===== config.mk =====
export PLATFORM = sky130hd
export DESIGN_NAME = fsm_seq_ctrl
export DESIGN_NICKNAME = d
export VERILOG_FILES = /design/src/rtl/fsm_seq_pkg.sv /design/src/rtl/fsm_seq_ctrl.sv
export SDC_FILE = /design/constraint.sdc
export NUM_CORES = 1
export LEC_CHECK = 0
export ABC_AREA = 1
export CORE_MARGIN = 5
export CORE_UTILIZATION = 55
export CTS_CLUSTER_DIAMETER = 150
export DETAILED_ROUTE_END_ITERATION = 6
export PLACE_DENSITY = 0.82
export SYNTH_ARGS = -nofsm -noshare
export SYNTH_HDL_FRONTEND = slang
export SYNTH_SLANG_ARGS = --single-unit

===== constraint.sdc =====
create_clock -name clk -period 4.4 [get_ports clk]
set_input_delay 0.66 -clock clk [delete_from_list [all_inputs] [get_ports clk]]
set_output_delay 0.66 -clock clk [all_outputs]
set_load 0.02 [all_outputs]

===== src/rtl/fsm_seq_pkg.sv =====
// Shared types for the simple_fsm run sequencer.
// Holds the sequencer state encoding and the width of the driven FSM's state.
package fsm_seq_pkg;

  localparam int FSM_STATE_W = 2;

  typedef enum logic [2:0] {
    S_IDLE   = 3'd0,
    S_RESET  = 3'd1,
    S_DRIVE  = 3'd2,
    S_SETTLE = 3'd3,
    S_DONE   = 3'd4
  } seq_state_t;

endpackage


===== src/rtl/fsm_seq_ctrl.sv =====
// Run controller: resets simple_fsm, shifts a pattern into its serial input LSB first,
// and reports whether/when the returned state matched a target.
module fsm_seq_ctrl
  import fsm_seq_pkg::*;
#(
  parameter int PAT_W = 8,
  parameter int CNT_W = 4
) (
  input  logic                   clk,
  input  logic                   rst,
  input  logic                   start,
  input  logic [PAT_W-1:0]       pattern,
  input  logic [CNT_W-1:0]       len,
  input  logic [FSM_STATE_W-1:0] target,
  input  logic [FSM_STATE_W-1:0] fsm_state,
  output logic                   fsm_in,
  output logic                   fsm_rst,
  output logic                   busy,
  output logic                   done,
  output logic                   hit,
  output logic [CNT_W-1:0]       hit_idx,
  output logic [FSM_STATE_W-1:0] last_state
);

  seq_state_t             state_reg;
  logic [PAT_W-1:0]       pat_reg;
  logic [CNT_W-1:0]       cnt_reg;
  logic [CNT_W-1:0]       len_reg;
  logic [FSM_STATE_W-1:0] target_reg;
  logic [CNT_W-1:0]       eff_len;
  logic                   match;

  assign eff_len = (len > CNT_W'(PAT_W)) ? CNT_W'(PAT_W) : len;
  // Only the first match is recorded; later matches leave hit_idx alone.
  assign match   = (fsm_state == target_reg) && !hit;

  always_ff @(posedge clk or posedge rst) begin
    if (rst) begin
      state_reg  <= S_IDLE;
      pat_reg    <= '0;
      cnt_reg    <= '0;
      len_reg    <= '0;
      target_reg <= '0;
      fsm_in     <= 1'b0;
      fsm_rst    <= 1'b0;
      busy       <= 1'b0;
      done       <= 1'b0;
      hit        <= 1'b0;
      hit_idx    <= '0;
      last_state <= '0;
    end else begin
      case (state_reg)
        S_IDLE: begin
          if (start) begin
            pat_reg    <= pattern;
            len_reg    <= eff_len;
            target_reg <= target;
            hit        <= 1'b0;
            hit_idx    <= '0;
            fsm_rst    <= 1'b1;
            fsm_in     <= 1'b0;
            busy       <= 1'b1;
            state_reg  <= S_RESET;
          end
        end
        S_RESET: begin
          fsm_rst <= 1'b0;
          cnt_reg <= '0;
          if (len_reg != '0) begin
            fsm_in    <= pat_reg[0];
            pat_reg   <= pat_reg >> 1;
            state_reg <= S_DRIVE;
          end else begin
            fsm_in    <= 1'b0;
            state_reg <= S_SETTLE;
          end
        end
        S_DRIVE: begin
          // fsm_state now reflects bit cnt_reg-1 (one cycle of FSM latency).
          if (cnt_reg != '0 && match) begin
            hit     <= 1'b1;
            hit_idx <= cnt_reg - CNT_W'(1);
          end
          if (cnt_reg == len_reg - CNT_W'(1)) begin
            fsm_in    <= 1'b0;
            state_reg <= S_SETTLE;
          end else begin
            fsm_in  <= pat_reg[0];
            pat_reg <= pat_reg >> 1;
            cnt_reg <= cnt_reg + CNT_W'(1);
          end
        end
        S_SETTLE: begin
          if (len_reg != '0 && match) begin
            hit     <= 1'b1;
            hit_idx <= len_reg - CNT_W'(1);
          end
          last_state <= fsm_state;
          done       <= 1'b1;
          state_reg  <= S_DONE;
        end
        S_DONE: begin
          done      <= 1'b0;
          busy      <= 1'b0;
          state_reg <= S_IDLE;
        end
        default: begin
          state_reg <= S_IDLE;
          fsm_in    <= 1'b0;
          fsm_rst   <= 1'b0;
          busy      <= 1'b0;
          done      <= 1'b0;
        end
      endcase
    end
  end

endmodule

Figure 1. The metal 3 layer.
Drawn at 4 px/um.
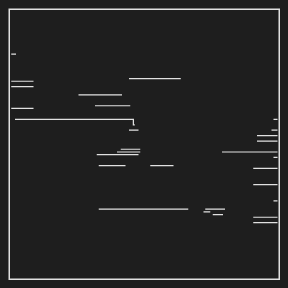
25 nets have wire on it. The wires run mostly horizontal.

Figure 2. M2 wires.
Drawn at 4 px/um.
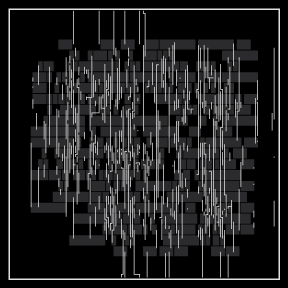
The wires run mostly vertical. The longest straight run is 36.2 um. 227 nets have wire on it.

Figure 3. Gate-type map.
Drawn at 8 px/um.
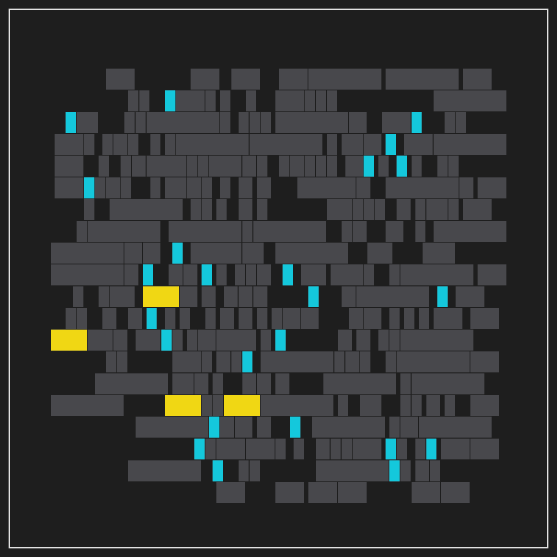
Key: yellow = adder and majority cells [cells 4]; cyan = inverters [cells 24]

==> results.tsv <==
stage	metric	value	unit
cells_and_area	buffers_excl_clock	30	
drt	vias	1586	
run_status	status	finished clean	
critical_path	cp_slowest_cell	clkdlybuf4s50_1	
critical_path	path_class	register to output port	
cells_and_area	flops	32	
worst_hold_path	min_from	pat_reg[1]	
pwr	leakage	0.00115	uW
drt	drtPass1Iterations	4	
synth	largest_area_cell	dfrtp_1	
cells_and_area	clockBufferCount	7	
cells_and_area	n_fill_cell	274	
cells_and_area	num-multi-input-gates	176	
final_timing	worst_hold_slack	0.480	ns
pwr	clock_power	187	uW
critical_path	reg2reg_to	state_reg[0]	
global_routing	grt_first_pass_wirelength	6400	um
synth	avgSynthCellArea	7.67	um^2
worst_hold_path	min_to	pat_reg[1]	
critical_path	critPathBufInv	1	
cells_and_area	buffer_area_frac	0.136	
synth	yosys.area.top_type_share	0.446	
clock_tree	h-tree-depth	2	
floorplan	tapCellCount	44	
cells_and_area	syn2layout_area_growth	22.2	%
final_timing	fin_skew	0.00233	ns
global_routing	grt_pass1_vias	1485	
cells_and_area	clockNetworkAreaShare	0.0297	
Figure 4. Track usage over the die.
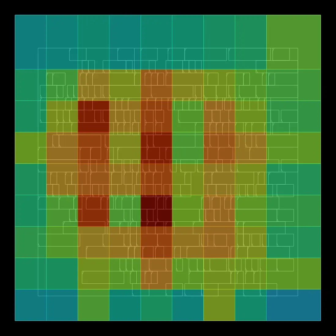
WL/cell: 11.8 um
Final Util: 0.707
GR Util met3: 0.0607
met2 Use GR: 0.296
total track usage: 0.187

Figure 5. Cell sizes after repair.
Drawn at 8 px/um.
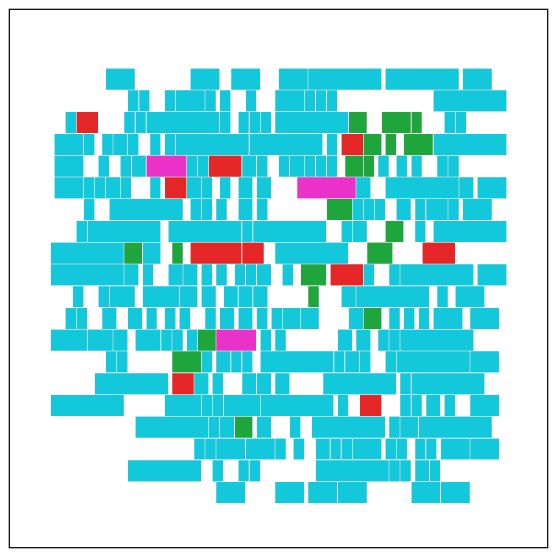
Key: green = drive 2 [cells 19]; red = drive 3 to 4 [cells 10]; cyan = drive 1 or less [cells 237]; magenta = drive 6 and up [cells 3]

cell families (layout without fill, tap and decap cells):
group,after synthesis,in the layout,share of synthesized area
and+or+nand+nor,151,151,0.391
DFF,32,32,0.446
buffers and inverters,26,61,0.0607
AOI/OAI and AO/OA,18,18,0.0600
adders and majority gates,4,4,0.0279
xor gates and xnor gates,3,3,0.0146
Yosys cell counts (all sizes together):
master / count
o22ai: 2
nand2: 99
nor2: 16
nand4: 2
o211ai: 1
o21ai: 13
buf: 2
a21oi: 1
inv: 24
ha: 4
nand3: 34
xor2: 3
dfrtp: 32
a31oi: 1
through the flow:
stage	cell area, um^2	total power (uW)	setup WS [ns]
finish	2190	1610	2.42
global route	2190	1770	2.36
detailed placement	2130	1430	2.48
CTS	2190	1620	2.40
floorplan	1790	1200	2.86
global placement	2130	1410	2.53
Power and IR drop assume default switching activity.
